===== src/rtl/clkdiv_frame_align_if.sv =====
// clkdiv_frame_align_if: frame-word input and alignment status bundle.
// master drives the frame words, slave is the alignment controller.
interface clkdiv_frame_align_if;
  logic       align_start;
  logic [7:0] frame_data;
  logic       bit_slip;
  logic       aligned;
  logic       align_fail;
  logic       lock_lost;
  logic [3:0] slip_count;

  modport master (
    output align_start,
    output frame_data,
    input  bit_slip,
    input  aligned,
    input  align_fail,
    input  lock_lost,
    input  slip_count
  );

  modport slave (
    input  align_start,
    input  frame_data,
    output bit_slip,
    output aligned,
    output align_fail,
    output lock_lost,
    output slip_count
  );
endinterface


===== src/rtl/clkdiv_frame_align.sv =====
// clkdiv_frame_align: slips the word boundary until frame words lock.
// Option: CLKDIV_FRAME_ALIGN_AUTO_REALIGN_EN re-slips on lock loss.
module clkdiv_frame_align #(
  parameter logic [7:0] FRAME_PATTERN = 8'hF0,
  parameter int MATCH_COUNT   = 16,
  parameter int SETTLE_CYCLES = 8,
  parameter int MAX_SLIPS     = 8
) (
  input logic clk,
  input logic rst,
  clkdiv_frame_align_if.slave bus
);

  typedef enum logic [2:0] {
    IDLE,
    CHECK,
    SLIP,
    SETTLE,
    LOCKED,
    FAIL
  } state_t;

  localparam logic [7:0] MATCH_LAST = 8'(MATCH_COUNT - 1);
  localparam logic [7:0] SETTLE_LD  = 8'(SETTLE_CYCLES);
  localparam logic [3:0] SLIP_MAX   = 4'(MAX_SLIPS);

  state_t     state, state_nxt;
  logic [7:0] match_cnt, match_nxt;
  logic [7:0] settle_cnt, settle_nxt;
  logic [3:0] slip_cnt, slip_nxt;
  logic       lost, lost_nxt;
  logic       slip_q, aligned_q, fail_q;
  logic       hit;

  assign hit = (bus.frame_data == FRAME_PATTERN);

  // Next state and next counter values; a start request overrides all.
  always_comb begin
    state_nxt  = state;
    match_nxt  = match_cnt;
    settle_nxt = settle_cnt;
    slip_nxt   = slip_cnt;
    lost_nxt   = lost;
    if (bus.align_start) begin
      state_nxt  = CHECK;
      match_nxt  = '0;
      settle_nxt = '0;
      slip_nxt   = '0;
      lost_nxt   = 1'b0;
    end else begin
      case (state)
        IDLE: begin
          state_nxt = IDLE;
        end
        CHECK: begin
          if (hit) begin
            if (match_cnt == MATCH_LAST) begin
              state_nxt = LOCKED;
              match_nxt = '0;
            end else begin
              match_nxt = match_cnt + 8'd1;
            end
          end else begin
            match_nxt = '0;
            if (slip_cnt == SLIP_MAX)
              state_nxt = FAIL;
            else
              state_nxt = SLIP;
          end
        end
        SLIP: begin
          slip_nxt   = (slip_cnt == 4'hF) ? slip_cnt
                                          : slip_cnt + 4'd1;
          settle_nxt = SETTLE_LD;
          state_nxt  = SETTLE;
        end
        SETTLE: begin
          if (settle_cnt <= 8'd1) begin
            settle_nxt = '0;
            state_nxt  = CHECK;
          end else begin
            settle_nxt = settle_cnt - 8'd1;
          end
        end
        LOCKED: begin
          if (!hit) begin
            lost_nxt  = 1'b1;
            match_nxt = '0;
`ifdef CLKDIV_FRAME_ALIGN_AUTO_REALIGN_EN
            slip_nxt  = '0;
            state_nxt = SLIP;
`else
            state_nxt = IDLE;
`endif
          end
        end
        FAIL: begin
          state_nxt = FAIL;
        end
        default: begin
          state_nxt = IDLE;
        end
      endcase
    end
  end

  // State and counters.
  always_ff @(posedge clk or posedge rst) begin
    if (rst) begin
      state      <= IDLE;
      match_cnt  <= '0;
      settle_cnt <= '0;
      slip_cnt   <= '0;
      lost       <= 1'b0;
    end else begin
      state      <= state_nxt;
      match_cnt  <= match_nxt;
      settle_cnt <= settle_nxt;
      slip_cnt   <= slip_nxt;
      lost       <= lost_nxt;
    end
  end

  // Registered status flags decoded from the upcoming state.
  always_ff @(posedge clk or posedge rst) begin
    if (rst) begin
      slip_q    <= 1'b0;
      aligned_q <= 1'b0;
      fail_q    <= 1'b0;
    end else begin
      slip_q    <= (state_nxt == SLIP);
      aligned_q <= (state_nxt == LOCKED);
      fail_q    <= (state_nxt == FAIL);
    end
  end

  assign bus.bit_slip   = slip_q;
  assign bus.aligned    = aligned_q;
  assign bus.align_fail = fail_q;
  assign bus.lock_lost  = lost;
  assign bus.slip_count = slip_cnt;

endmodule


===== src/flat_wrapper.sv =====
// flat-port wrapper written by rule: the top's interface ports become plain ports
module clkdiv_frame_align_flat 
#(
  parameter logic [7:0] FRAME_PATTERN = 8'hF0,
  parameter int MATCH_COUNT   = 16,
  parameter int SETTLE_CYCLES = 8,
  parameter int MAX_SLIPS     = 8
)
  (clk, rst, bus_align_start, bus_frame_data, bus_bit_slip, bus_aligned, bus_align_fail, bus_lock_lost, bus_slip_count);
  clkdiv_frame_align_if bus_i ();
  input logic clk;
  input logic rst;
  input wire logic [$bits(bus_i.align_start)-1:0] bus_align_start;
  input wire logic [$bits(bus_i.frame_data)-1:0] bus_frame_data;
  output wire logic [$bits(bus_i.bit_slip)-1:0] bus_bit_slip;
  output wire logic [$bits(bus_i.aligned)-1:0] bus_aligned;
  output wire logic [$bits(bus_i.align_fail)-1:0] bus_align_fail;
  output wire logic [$bits(bus_i.lock_lost)-1:0] bus_lock_lost;
  output wire logic [$bits(bus_i.slip_count)-1:0] bus_slip_count;
  assign bus_i.align_start = bus_align_start;
  assign bus_i.frame_data = bus_frame_data;
  assign bus_bit_slip = bus_i.bit_slip;
  assign bus_aligned = bus_i.aligned;
  assign bus_align_fail = bus_i.align_fail;
  assign bus_lock_lost = bus_i.lock_lost;
  assign bus_slip_count = bus_i.slip_count;
  clkdiv_frame_align #(.FRAME_PATTERN(FRAME_PATTERN), .MATCH_COUNT(MATCH_COUNT), .SETTLE_CYCLES(SETTLE_CYCLES), .MAX_SLIPS(MAX_SLIPS)) u_core (.clk(clk), .rst(rst), .bus(bus_i));
endmodule

===== config.mk =====
export PLATFORM = sky130hd
export DESIGN_NAME = clkdiv_frame_align_flat
export DESIGN_NICKNAME = d
export VERILOG_FILES = /design/src/rtl/clkdiv_frame_align_if.sv /design/src/rtl/clkdiv_frame_align.sv /design/src/flat_wrapper.sv
export SDC_FILE = /design/constraint.sdc
export NUM_CORES = 1
export LEC_CHECK = 0
export ABC_AREA = 1
export CAP_MARGIN = 10
export CORE_MARGIN = 2
export CORE_UTILIZATION = 40
export CTS_CLUSTER_SIZE = 8
export DETAILED_ROUTE_END_ITERATION = 10
export PLACE_DENSITY_LB_ADDON = 0.05
export SLEW_MARGIN = 20
export SYNTH_ARGS = -nofsm -noshare
export SYNTH_HDL_FRONTEND = slang
export SYNTH_SLANG_ARGS = --single-unit

===== constraint.sdc =====
create_clock -name clk -period 1.4 [get_ports clk]
set_clock_uncertainty 0.2 [all_clocks]
set_input_delay 0.14 -clock clk [delete_from_list [all_inputs] [get_ports clk]]
set_output_delay 0.14 -clock clk [all_outputs]
set_load 0.005 [all_outputs]

### Drive-strength map, run 1

Drawn at 6 px/um.
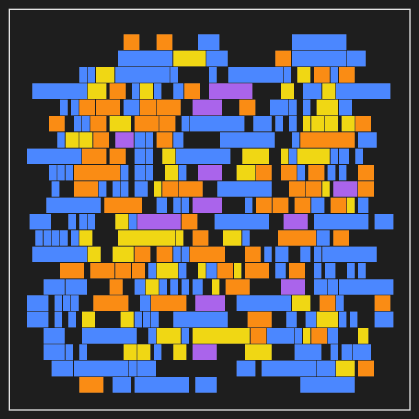
- yellow: drive 2 (cells 49; share 17%)
- orange: drive 3 to 4 (cells 64; share 23%)
- blue: drive 1 or less (cells 158; share 56%)
- purple: drive 6 and up (cells 11; share 3.9%)

### Cell classes on the final placement, run 1

Drawn at 6 px/um.
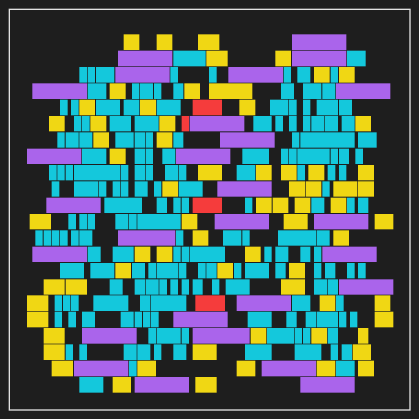
- red: clock drivers and dummy loads (cells 4; share of their area 1.8%)
- purple: flops (cells 27; share of their area 28%)
- yellow: other buffers and delay cells (cells 68; share of their area 23%)
- cyan: all other logic (cells 183; share of their area 47%)

### A small window of the routed layout, run 1

Window x 4 to 29, y 37 to 62 um. Cells in gray, sequential cells in the stronger gray; small squares are vias.
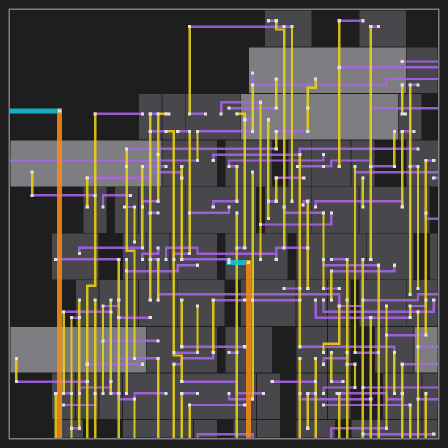
- cyan: met3
- orange: met4
- purple: met1
- yellow: met2
- sequential cells in the window: 4
- most frequent: buf_4 (11), nand2_1 (8), inv_1 (6)
- cells with their middle in the window: 53
- netlist names of flops here include: u_core.match_cnt (4)

[run 1: power by group]
| group | switching [mW] | total, mW | internal (mW) |
|---|---|---|---|
| registers | 0.0721 | 0.957 | 0.885 |
| clock network | 0.254 | 0.459 | 0.205 |
| logic | 0.684 | 1.34 | 0.652 |
| total | 1.01 | 2.75 | 1.74 |
[run 1: layer usage]
| layer | track usage [%] | wire, um | up-vias |
|---|---|---|---|
| met3 | 2.20 | 101 | 7 |
| met4 | 8.16 | 72 | 0 |
| met2 | 34.9 | 2100 | 28 |
| met1 | 21.9 | 1700 | 770 |
| li1 | - | - | 804 |
| met5 | 0 | 0 | - |
[run 1: worst register-to-register path: stages, from the launching register on]
cell	delay (ns)
dfrtp_1	0.37
ha_2	0.20
nand2_2	0.07
nor2_4	0.14
nand3_4	0.13
nand2_2	0.10
nand3_1	0.08
nand2_1	0.10
nand2_2	0.08
nor2_2	0.09
[run 1: sequential cells by signal, summed over array words and instances (netlist names)]
signal                 count
u_core.match_cnt           8
u_core.settle_cnt          8
u_core.bus.slip_count      4
u_core.state               3
u_core.bus.align_fail      1
u_core.bus.aligned         1
u_core.bus.bit_slip        1
u_core.bus.lock_lost       1
[run 1: final cells by class]
class	count	area [um2]	share of cell area (%)
clock buffers	4	45.0	1.79
inverters	39	156	6.23
repair buffers	68	576	22.9
multi-input cells	144	996	39.7
well taps	48	60.1	2.39
flip-flops and latches	27	678	27.0
[run 1: metrics by stage]
step / power, mW / setup slack (ns) / cell area [um2]
floorplan: 1.65 / -0.0315 / 1610
global placement: 2.05 / -0.317 / 2100
detailed placement: 2.07 / -0.430 / 2100
CTS: 2.67 / -0.166 / 2410
global route: 2.96 / -0.296 / 2510
finish: 2.75 / -0.214 / 2510
[run 1: cell usage after synthesis]
library cell,number
dfrtp_1,27
nor3_1,1
o21bai_2,1
inv_1,34
a211oi_1,1
nor4_1,1
nor3_4,1
ha_1,5
nor2_2,1
nand4_1,4
nor3_2,1
nand2_2,2
nor2_1,33
nand2_1,47
nand3_1,18
nor2_4,3
o22ai_1,3
xnor2_1,2
o21ai_0,9
xor2_1,3
a21oi_1,6
buf_6,1
a22oi_1,1
inv_2,5
[run 1: final timing paths]
path / from / end / slack [ns] / cells after the start
worst min register to register: u_core.match_cnt[2] / u_core.match_cnt[2] / 0.37 / 2
worst min-delay path: u_core.match_cnt[2] / u_core.match_cnt[2] / 0.37 / 2
max in group asynchronous: rst / u_core.state[0] / 0.29 / 4
min in group asynchronous: rst / u_core.match_cnt[6] / 0.54 / 4
worst max register to register: u_core.match_cnt[1] / u_core.bus.align_fail / -0.21 / 9
worst max-delay path: u_core.match_cnt[1] / u_core.bus.align_fail / -0.21 / 9
[run 1: logic make-up (layout without fill, tap and decap cells)]
family,after synthesis,in the layout,share of synthesized area (%)
fa+ha+maj,5,5,4.00
buf+inv,40,111,10.1
compound gates,21,21,7.67
flops,27,27,43.2
xor+xnor,5,5,2.80
simple gates,112,113,32.3
[run 1: what timing repair did]
item,4_1_cts,5_1_grt
buffers inserted,11,4
hold buffers,1,0
pin swaps,27,21
hold endpoints to repair,14,0
setup endpoints to repair,34,28
resized,61,25
cloned,1,0
==> run_results.csv, run 1 <==
group,metric,value,unit
global_route,antenna_found_initial,0,
setup_path,slowest_delay,0.37,ns
floorplanning,die_x,66.6,um
drt,drc,0,
finish,stdcell_count,330,
drt,vias,1609,
placed_design,place_congestion,0.786,
setup_path,cp.required,1.42,ns
drt,ant_nets,0,
status,violations,"negative setup slack",
floorplanning,design.core.area,3720,um2
synthesis,ys_seq_share,43.2,%
job,max_cap_viol_count,0,
finish,utilization,67.6,%
setup_path,cp_top_family,"simple AND/OR/NAND/NOR gates",
synthesis,ys_chip_area,1570,um2
drt,post_drt_wl_per_cell,12.1,um
final_timing,fmax,620,MHz
setup_path,worst-setup-path-type,"flip-flop to flip-flop",
clocking,htreeDepth,1,
finish,final_cell_mix,"buf_4, nand2_1, inv_1, dfrtp_1, nor2_1",
drt,drt_first_pass_iters,4,
finish,antenna_cells,0,
synthesis,syn_nets,226,
floorplanning,rows,22,
finish,layout-drive-gt1-share,44.0,%
placed_design,dp_hpwl,2660,um
final_timing,setup_violations,26,
synthesis,yosysTopAreaCellShare,43.2,%
final_timing,finalHoldViolCount,0,
placed_design,portBuffers,18,
final_timing,timing.setup.tns,-3.33,ns
global_route,grt.overflow.total,0,
final_timing,finalCritPeriodShare,115,%
drt,viasPerCell,4.88,
drt,drt-total-wl,3980,um
final_timing,rsz0062_at_grt,"true",
setup_path,critPathBufInv,0,
drt,initialDrtViolationCount,47,
setup_path,cpMostUsedCell,"nand2_2",
floorplanning,fp_util,42.1,%
power_and_ir_drop,ir_drop,0.441,mV
synthesis,ys_ff,27,
floorplanning,chip_area,4430,um2
global_route,grt_pass1_vias,1577,
final_timing,maxSlewViolCount,0,
synthesis,largest_area_cell,"dfrtp_1",
clocking,cts_buffer_depth,2,
setup_path,crit_fanout,4,
synthesis,synth_cell_types,24,
floorplanning,io-pin-count,19,
placed_design,dp.cells,309,
synthesis,syn_inst,210,
setup_path,worst_setup_path_end_kind,"flip-flop",
synthesis,ys_cells,210,
finish,fillers,317,
power_and_ir_drop,p_leak,1.23,nW
finish,final_nets,299,
clocking,clk_latency,0.28,ns
status,status,"complete, but fails checks",
global_route,grt_max_degree,28,
job,tool_warnings,31,
setup_path,startpoint_type,"flip-flop",
final_timing,postLayoutSetupSlackWorst,-0.214,ns
==> run 1 -> run 2 <==
- ABC_CLOCK_PERIOD_IN_PS: unset -> 1400
- CTS_CLUSTER_SIZE: 8 -> 20
### Signal wires on met1, run 2

Drawn at 8 px/um.
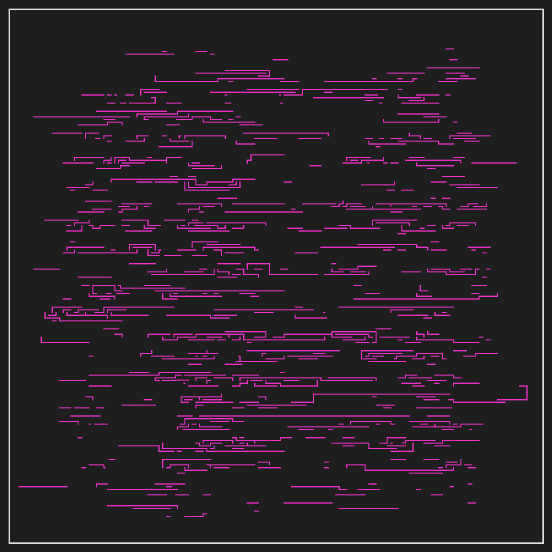
- main direction: horizontal
- longest straight run: 26.2 um
- share of all routed wire: 43%

==> run 2 against run 1 <==
Compared with the run above:
- cell count is the same
- hold slack is the same
- clock-buffer cell count stayed put
- the flow still finishes with violations (negative setup slack)
- largest power group unchanged
- register-to-register slack about the same
- area after synthesis unchanged
- power stayed put
==> run_results.csv, run 2 <==
group,metric,value,unit
final_timing,fmax,620,MHz
clocking,htreeDepth,1,
floorplanning,rows,22,
final_timing,postLayoutSetupSlackWorst,-0.214,ns
synthesis,syn_nets,226,
synthesis,netlist_area,1570,um2
setup_path,crit_fanout,4,
placed_design,dp_hpwl,2660,um
final_timing,maxSlewViolCount,0,
setup_path,worst-setup-path-type,"flip-flop to flip-flop",
final_timing,rsz0062_at_grt,"true",
clocking,cts_buffer_depth,2,
clocking,clock-sinks,27,
synthesis,yosysTopAreaCellShare,43.2,%
synthesis,ys_cells,210,
synthesis,largest_area_cell,"dfrtp_1",
setup_path,critPathArrivalTime,1.64,ns
synthesis,yosys_warnings,0,
final_timing,finalHoldViolCount,0,
floorplanning,chip_area,4430,um2
drt,ant_nets,0,
job,max_cap_viol_count,0,
final_timing,tightest_slew,0.249,ns
global_route,grt_pass1_vias,1577,
setup_path,startpoint_type,"flip-flop",
drt,drc,0,
clocking,cts_tree,"yes",
power_and_ir_drop,ir_drop,0.441,mV
setup_path,rr_worst_depth,9,
floorplanning,io-pin-count,19,
drt,drt-total-wl,3980,um
finish,lay_top_count,"buf_4",
finish,final_nets,299,
global_route,grt_busiest_layer,"met2",
global_route,grt_max_degree,28,
clocking,clk_latency,0.28,ns
final_timing,max-slew-margin-rel,83.3,%
synthesis,flop_cell,"dfrtp_1",
worst_hold_path,hp-class,"flip-flop to flip-flop",
setup_path,cp.required,1.42,ns
clocking,cts-root-buf,"clkbuf_8",
synthesis,syn_inst,210,
drt,viasPerCell,4.88,
synthesis,edf_count,0,
final_timing,setup_violations,26,
global_route,grt_use_met3,2.20,%
synthesis,ys_chip_area,1570,um2
drt,vias,1609,
power_and_ir_drop,powerDensity,1100,nW/um2
placed_design,portBuffers,18,
clocking,clk_pin_slew_worst_paths,0.10,ns
status,violations,"negative setup slack",
placed_design,place_congestion,0.786,
global_route,grt_pass1_wl,6430,um
synthesis,synthArstFlopShare,100,%
final_timing,min_period,1.61,ns
finish,area_growth,60.4,%
finish,final_cell_mix,"buf_4, nand2_1, inv_1, dfrtp_1, nor2_1",
floorplanning,design.core.area,3720,um2
synthesis,ys_seq_share,43.2,%
global_route,grt.overflow.total,0,
finish,layout-drive-gt1-share,44.0,%
global_route,antenna_found_initial,0,
setup_path,worst_setup_path_end_kind,"flip-flop",
final_timing,finalCritPeriodShare,115,%
global_route,grt_use_met2,34.9,%
drt,drt_first_pass_iters,4,
drt,initialDrtViolationCount,47,
synthesis,synth_cell_types,24,
power_and_ir_drop,p_leak,1.23,nW
synthesis,syn_area_per_cell,7.45,um2
synthesis,ys_ff,27,
floorplanning,fp_util,42.1,%
finish,antenna_cells,0,
synthesis,yosys-top-cells-count,"nand2_1, inv_1, nor2_1, dfrtp_1, nand3_1",
finish,utilization,67.6,%
worst_hold_path,whs_path_depth,2,
job,tool_warnings,31,
floorplanning,die_x,66.6,um
global_route,grt_use_met1,21.9,%
status,status,"complete, but fails checks",
synthesis,synth.most_common_cell,"nand2_1",
drt,post_drt_wl_per_cell,12.1,um
### Drive-strength map, run 2

Drawn at 6 px/um.
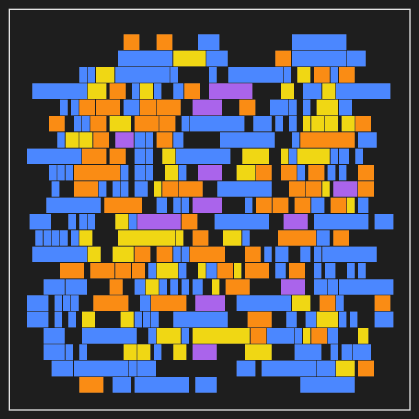
- yellow: drive 2 (cells 49; share 17%)
- purple: drive 6 and up (cells 11; share 3.9%)
- orange: drive 3 to 4 (cells 64; share 23%)
- blue: drive 1 or less (cells 158; share 56%)

[run 2: cell counts in the layout (fill, tap and decap cells not counted)]
Identical to the previous run, type by type.
[run 2: cell type report]
class                           count  area (um2)
Multi-Input combinational cell    144         996
Clock buffer                        4        45.0
Fill cell                         317        1200
Timing Repair Buffer               68         576
Sequential cell                    27         678
Tap cell                           48        60.1
Inverter                           39         156
[run 2: kinds of logic (layout without fill, tap and decap cells)]
| group | Yosys count | after routing | synth area share, % |
|---|---|---|---|
| DFF | 27 | 27 | 43.2 |
| adders and majority gates | 5 | 5 | 4.00 |
| buffers and inverters | 40 | 111 | 10.1 |
| xor gates and xnor gates | 5 | 5 | 2.80 |
| and+or+nand+nor | 112 | 113 | 32.3 |
| AOI/OAI and AO/OA | 21 | 21 | 7.67 |
[run 2: critical path, stage by stage, from the launching register on]
cell     delay, ns
dfrtp_1       0.37
ha_2          0.20
nand2_2       0.07
nor2_4        0.14
nand3_4       0.13
nand2_2       0.10
nand3_1       0.08
nand2_1       0.10
nand2_2       0.08
nor2_2        0.09
[run 2: path summary, 6_finish.rpt]
| check | startpoint | to | slack [ns] |
|---|---|---|---|
| worst max register to register | u_core.match_cnt[1] | u_core.bus.align_fail | -0.21 |
| max in group asynchronous | rst | u_core.state[0] | 0.29 |
| min in group asynchronous | rst | u_core.match_cnt[6] | 0.54 |
| worst min register to register | u_core.match_cnt[2] | u_core.match_cnt[2] | 0.37 |
| worst min-delay path | u_core.match_cnt[2] | u_core.match_cnt[2] | 0.37 |
| worst max-delay path | u_core.match_cnt[1] | u_core.bus.align_fail | -0.21 |
[run 2: metal layers]
layer,part of all wire [%],up-vias
met4,1.8,0
met3,2.5,7
met1,43,770
li1,-,804
met2,53,28
met5,0,-
[run 2: where the power goes]
part           internal, mW  total (mW)  leakage, nW  switching (mW)
sequential            0.885       0.957        0.366          0.0721
combinational         0.652        1.34        0.846           0.684
clock                 0.205       0.459       0.0228           0.254
total                  1.74        2.75         1.23            1.01
[run 2: per-stage QoR]
stage                     cell area, um2  setup WS, ns  std cells  setup TNS (ns)  power [mW]
after floorplan                     1610       -0.0315        210          -0.168        1.65
after global placement              2100        -0.317        309           -5.97        2.05
after detailed placement            2100        -0.430        309           -6.93        2.07
after CTS                           2410        -0.166        326           -2.68        2.67
after global routing                2510        -0.296        330           -5.63        2.96
final                               2510        -0.214        330           -3.33        2.75
[run 2: what timing repair did]
item                       CTS  global route
setup buffers               11             4
setup endpoints to repair   34            28
hold buffers                 1             0
hold endpoints to repair    14             0
resized                     61            25
pin swaps                   27            21
cloned                       1             0
==> run 2 -> run 3 <==
- CORE_MARGIN: 2 -> 8
### A small window of the routed layout, run 3

Window x 7 to 32, y 46 to 71 um. Cells in gray, sequential cells in the stronger gray; small squares are vias.
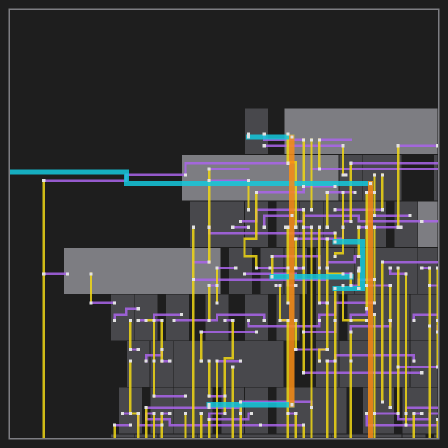
- yellow: met2
- cyan: met3
- orange: met4
- purple: met1
- most frequent: nand2_1 (11), inv_1 (7), nor2_1 (5)
- netlist names of flops here include: u_core.match_cnt (3)
- sequential cells in the window: 3
- cells with their middle in the window: 39

### Cell classes on the final placement, run 3

Drawn at 4 px/um.
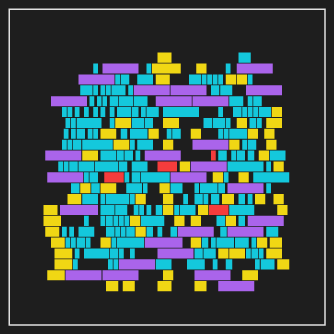
sequential portion of the cell area: 26.5%
Core Area: 3720 um2
Layout Utilization: 69.0%
final instance area: 2560 um2

==> run 3 against run 2 <==
Compared with the run above:
- the flow still finishes with violations (negative setup slack)
- hold slack got worse by 0.094 ns
- clock power decreased by 1%
- combinational power rose by 3%
==> run_results.csv, run 3 <==
group,metric,value,unit
status,status,"complete, but fails checks",
status,violations,"negative setup slack",
drt,post_drt_wl_per_cell,12.4,um
drt,drt-total-wl,4040,um
synthesis,ys_ff,27,
power_and_ir_drop,powerDensity,1090,nW/um2
clocking,cts_buffer_depth,2,
power_and_ir_drop,p_leak,1.26,nW
finish,lay_top_count,"buf_4",
drt,drc,0,
placed_design,dp_hpwl,2750,um
finish,area_growth,63.8,%
final_timing,fmax,608,MHz
synthesis,synth.most_common_cell,"nand2_1",
synthesis,edf_count,0,
synthesis,largest_area_cell,"dfrtp_1",
global_route,grt_pass1_vias,1547,
synthesis,yosys-top-cells-count,"nand2_1, inv_1, nor2_1, dfrtp_1, nand3_1",
finish,final_nets,295,
power_and_ir_drop,ir_drop,0.761,mV
global_route,antenna_found_initial,0,
finish,final_cell_mix,"buf_4, nand2_1, dfrtp_1, inv_1, nor2_1",
synthesis,yosys_warnings,0,
setup_path,reg2reg_setup_slack,-0.24,ns
synthesis,ys_chip_area,1570,um2
setup_path,cp_top_family,"flip-flops",
setup_path,worstPathCellList,"inv_2 > ha_4 > nor2_4 > nor2_2 > nand2_2 > nand4_1 > buf_4 > o22ai_2",
synthesis,flop_cell,"dfrtp_1",
finish,antenna_cells,0,
setup_path,worst_path_max_delay_cell,"dfrtp_1",
final_timing,rsz0062_at_grt,"true",
setup_path,critPathLaunch,"u_core.settle_cnt[0]",
drt,wl_met1,1750,um
synthesis,syn_area_per_cell,7.45,um2
power_and_ir_drop,p_clk_share,16.2,%
clocking,clock-sinks,27,
setup_path,critPathBufInv,2,
placed_design,place_congestion,0.825,
setup_path,worst-setup-path-type,"flip-flop to flip-flop",
clocking,cts-root-buf,"clkbuf_8",
drt,ant_nets,0,
final_timing,finalCritPeriodShare,117,%
drt,topRoutingLayerUsed,"met4",
drt,viasPerCell,4.82,
final_timing,min_period,1.64,ns
synthesis,synthArstFlopShare,100,%
setup_path,critPathArrivalTime,1.65,ns
synthesis,syn_inst,210,
setup_path,crit_fanout,4,
synthesis,synth_cell_types,24,
drt,drt_first_pass_iters,4,
floorplanning,rows,22,
floorplanning,io-pin-count,19,
job,max_cap_viol_count,0,
global_route,grt.overflow.total,0,
floorplanning,die_x,78.6,um
placed_design,dp_slack,-0.352,ns
finish,layout-drive-gt1-share,46.0,%
setup_path,startpoint_type,"flip-flop",
drt,initialDrtViolationCount,61,
power_and_ir_drop,p_int,1.77,mW
global_route,grt_max_degree,28,
synthesis,ys_cells,210,
final_timing,tightest_slew,0.260,ns
clocking,clk_latency,0.28,ns
synthesis,syn_nets,226,
final_timing,setup_violations,26,
power_and_ir_drop,p_sw,1.02,mW
clocking,htreeDepth,1,
setup_path,rr_worst_depth,8,
setup_path,rr_endpoint,"u_core.settle_cnt[1]",
power_and_ir_drop,pwr-share-comb,49.4,%
power_and_ir_drop,p_sw_share,36.5,%
synthesis,yosysTopAreaCellShare,43.2,%
final_timing,maxSlewViolCount,0,
final_timing,postLayoutSetupSlackWorst,-0.245,ns
floorplanning,fp_util,42.1,%
global_route,grt_pass1_wl,6660,um
clocking,clk_pin_slew_worst_paths,0.09,ns
power_and_ir_drop,power_frac_seq,34.4,%
setup_path,cp.required,1.40,ns
setup_path,path_depth,8,
run 3: stage by stage:
stage          cell area [um2]  total power, mW  setup TNS [ns]  instances  utilization [%]
5_1_grt                   2560             3.00           -5.70        326             69.0
4_1_cts                   2270             2.62           -3.52        317             61.0
3_5_place_dp              2080             2.09           -6.20        306             56.0
3_3_place_gp              2080             2.06           -5.23        306             56.0
2_1_floorplan             1610             1.65          -0.168        210                -
6_report                  2560             2.79           -3.42        326             69.0
run 3: worst min-delay path by stage:
stage / startpoint / to / depth (start not counted)
CTS: u_core.bus.lock_lost / u_core.bus.lock_lost / 2
detailed placement: rst / u_core.settle_cnt[5] / 3
global route: bus_frame_data[4] / u_core.match_cnt[0] / 9
finish: bus_frame_data[6] / u_core.match_cnt[4] / 9
global placement: rst / u_core.match_cnt[7] / 3
floorplan: rst / u_core.bus.align_fail / 1
run 3: kinds of logic (layout without fill, tap and decap cells):
family                     count (synthesis)  after routing  share of synthesized area (%)
xor gates and xnor gates                   5              5                           2.80
buffers and inverters                     40            107                           10.1
and+or+nand+nor                          112            113                           32.3
adders and majority gates                  5              5                           4.00
AOI/OAI and AO/OA                         21             21                           7.67
DFF                                       27             27                           43.2
run 3: layout make-up:
class	count	area (um2)	area share, %
multi-input combinational	144	1050	40.9
sequential	27	678	26.5
timing repair buffer	64	576	22.4
inverter	39	156	6.10
tap	48	60.1	2.34
clock buffer	4	45.0	1.76
run 3: what timing repair did:
action / in CTS / in global routing
hold endpoints to repair: 14 / 0
gates resized: 37 / 69
endpoints found under the setup margin: 34 / 28
hold buffers: 1 / 0
setup buffers: 7 / 13
cloned: 0 / 1
pin swaps: 14 / 28
run 3: worst min-delay path, delay by kind of cell:
family,cells,cell delay (ns)
buffers and inverters,2,0.16
and+or+nand+nor,6,0.35
AOI/OAI and AO/OA,1,0.07
run 3: per-layer routing:
metal / track usage, % / vias to the layer above
li1: - / 795
met3: 3.87 / 6
met1: 14.3 / 748
met4: 3.33 / 0
met2: 23.3 / 23
met5: 0 / -
run 3: power groups by stage:
stage / Sequential (mW) / Combinational [mW] / Clock (mW)
2_1_floorplan: 0.972 / 0.673 / 0
3_3_place_gp: 0.968 / 1.09 / 0
3_5_place_dp: 0.969 / 1.12 / 0
4_1_cts: 0.956 / 1.19 / 0.470
5_1_grt: 0.978 / 1.52 / 0.500
6_report: 0.961 / 1.38 / 0.454
No activity file was given, so power comes from the tool's default toggle rates.
